==> images/placement_by_type.png <==
(3 px per um)
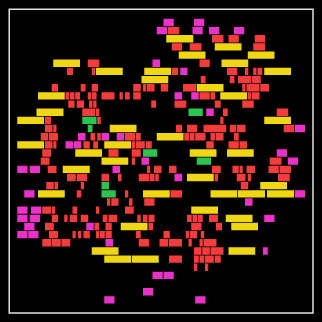
==> images/wires.png <==
(4 px per um) Two of the layers only.
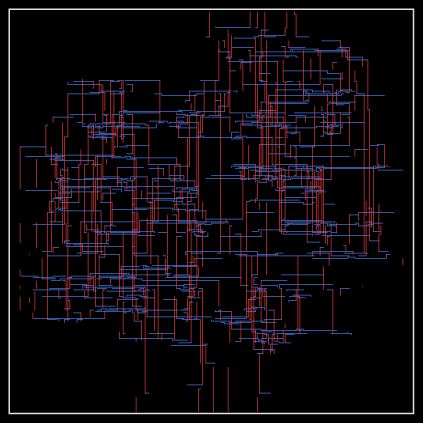
==> images/placement.png <==
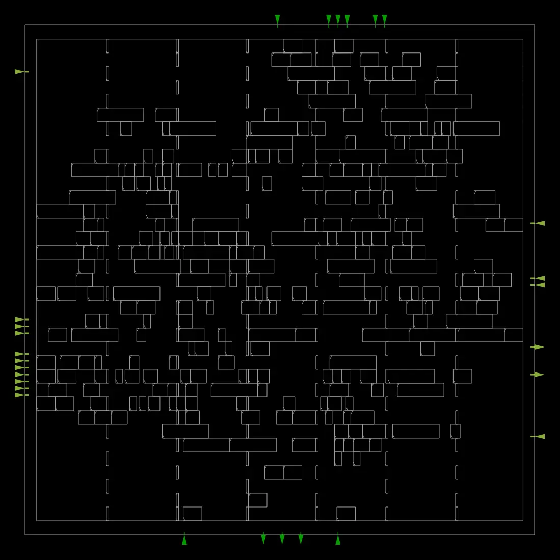
==> images/layer_met3.png <==
(4 px per um)
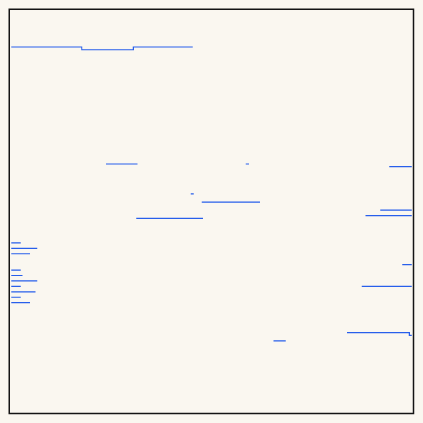
Design spw_ds_tx, sky130hd; sources not shown.
==> reports/results.txt <==
Post-CTS Resized = 0
Pwr/cell area = 738 mW/mm^2
Final period util = 0.887
Total CTS buffers = 5
Commonest flop = dfrtp_1
Nets = 302
Post-route DRC = 0
Delay-heaviest family, CP = AND-OR/OR-AND gates
H-tree depth = 2
Critical Path Sink Type = flip-flop
Asr flop ratio synth = 1.00
F_max = 0.352 GHz
Vias in the first global route = 1,802
Largest net degree at the start of global routing = 20
Peak VDD IR = 0.000236 V
CP max stage delay = 0.49 ns
Fin crit period = 2.84 ns
Critical Path Start Type = input pin
TritonCTS clock tree = built
# Post-CTS Setup Buffers = 0
Hold_buf cts = 0
R2r setup slk = 0.71 ns
Worst R2R Path Depth = 10
Critical Path AT = 2.90 ns
Global-route wire length before repair = 9070 um
Worst-Margin Slew = 0.415 ns
Detailed placer's ending HPWL = 4080 um
Status = completed
Cells in synth_stat.txt = 235
Most common logic cells in the final layout = dfrtp_1, clkdlybuf4s50_1, nor2_1, buf_4, nand2_1
Die span in x = 101 um
Max_cap viols = 0
Post-Syn Area = 0.00234 mm^2
CTS Buffer Depth = 2
Crit path buffers/inverters = 1
Post-Synthesis Cells = 235
OpenROAD warning count = 29
Post-synth regs = 40
Post-synth EDFFs = 0
TNS Setup = 0 ns
CP Depth = 9
Data required, critical path = 3.26 ns
Initial antenna violation count = 0
Yosys cell types = 52
Drt first pass iters = 5
Warnings from Yosys = 6
Hold Path Class = reg2reg
GPL Wtd Cong = 0.763
Nets at Floorplan = 265
Register share after synthesis = 0.428
CTS sink count = 40
# diodes = 0
Die area = 0.0101 mm^2
Area growth syn-to-layout = 23.4%
Die height = 101 um
RSZ-0062 raised after global routing = false
Port Buffers = 27
Worst-path maximum fanout = 6
Critical path's slowest cell = clkdlybuf4s50_1
Clk slew on worst S/H paths = 0.07 ns
Vias/cell = 4.83
Root Buffer = clkbuf_8
# setup viols final = 0
Worst Setup Path Type = in2reg
Late-Pin Clk Latency = 0.29 ns
CP most frequent cell = o21a_1
Worst hold stages = 1
DRT antenna net count = 0
Top cell excl fill/tap = dfrtp_1
Slew Limit Fails = 0
Leakage = 1.29 nW
# IOs = 28
Yosys stat area = 0.00234 mm^2
Detailed router's first-iteration violation count = 47
Max reg flops = 9
Avg Inst Size Synth = 9.95 um^2
Worst path cell trace = clkdlybuf4s50_1 > o21a_1 > and3_4 > o21a_1 > o21ai_0 > a311o_1 > or3_1 > nand3_1 > mux2i_1
Final Hold Viols = 0
Total congestion overflow = 0
Worst rel slew slack = 0.723
FP Util = 0.256
Layout cells sized above 1 = 0.154
Notes on placement_by_type.png above:
color	class	cells	share of their area
magenta	remaining buffers and delay cells	43	14%
green	clock drivers and dummy loads	7	3.0%
red	combinational and other logic	182	47%
yellow	sequential cells	40	36%
Design Area, Final: 0.00289 mm^2
Row Count: 35
Util after Layout: 0.315
Core ar.: 0.00915 mm^2

Notes on wires.png above:
color	layer	wire length
blue	metal 1	2,620 um
red	metal 2	2,590 um
Routed WL per cell: 14.2 um
GRT Util Overall: 0.115
via count: 1,851
Post-Route WL: 5450 um

Notes on placement.png above:
Non-Filler Instances: 383
flip-flops: 40
fillers: 940

Notes on layer_met3.png above:
main direction	horizontal
nets with wire on the layer	19
share of all routed wire	3.3%
longest straight run	17.5 um
M3 GR Usage: 0.0270

==> cell type report <==
type,instances,area [um^2]
Fill cell,940,6270
Multi-Input combinational cell,174,1250
Sequential cell,40,1000
Timing Repair Buffer,43,385
Tap cell,111,139
Clock buffer,5,68.8
Inverter,8,30.0
Clock inverter,2,12.5
==> synth_stat cells (5+ instances only) <==
cell	instances	share of area
clkbuf_1	5	0.0080
a21oi_1	9	0.019
buf_2	6	0.013
nor2b_1	6	0.016
nand2_1	14	0.022
nor2_1	21	0.034
o211a_1	6	0.026
mux2i_1	9	0.039
o21ai_0	9	0.019
ha_1	7	0.037
xnor2_1	8	0.030
nor3b_1	5	0.016
inv_1	8	0.013
nand3_1	10	0.021
mux2_2	8	0.039
dfrtp_1	40	0.43
==> kinds of logic after synthesis <==
logic type | synth area share
muxes | 0.0770
DFF | 0.428
and+or+nand+nor | 0.204
xor gates and xnor gates | 0.0375
buffers and inverters | 0.0401
AOI/OAI and AO/OA | 0.176
adders and majority gates | 0.0375
==> power breakdown <==
group          leakage, nW  internal (mW)  switching, mW
sequential           0.527          0.655          0.144
clock               0.0400          0.148          0.183
combinational        0.724          0.488          0.511
==> routing by layer <==
layer	up-vias	GRT usage	wire length, um
met3	6	0.0270	180
li1	930	-	-
met2	25	0.186	2590
met4	0	0.0379	59
met1	890	0.152	2620
met5	-	0	0
==> metrics by stage <==
stage          area (um^2)  hold WS [ns]  worst slack (ns)  cells  total power [mW]
2_1_floorplan         2350         0.325           0.00530    235              1.50
3_3_place_gp          2800         0.334            0.0573    376              1.82
3_5_place_dp          2800         0.340            0.0379    376              1.82
4_1_cts               2890         0.351             0.338    383              2.16
5_1_grt               2890         0.376             0.245    383              2.31
6_report              2890         0.342             0.363    383              2.13
Power figures rest on the tool's default switching activity, not on a simulated workload.
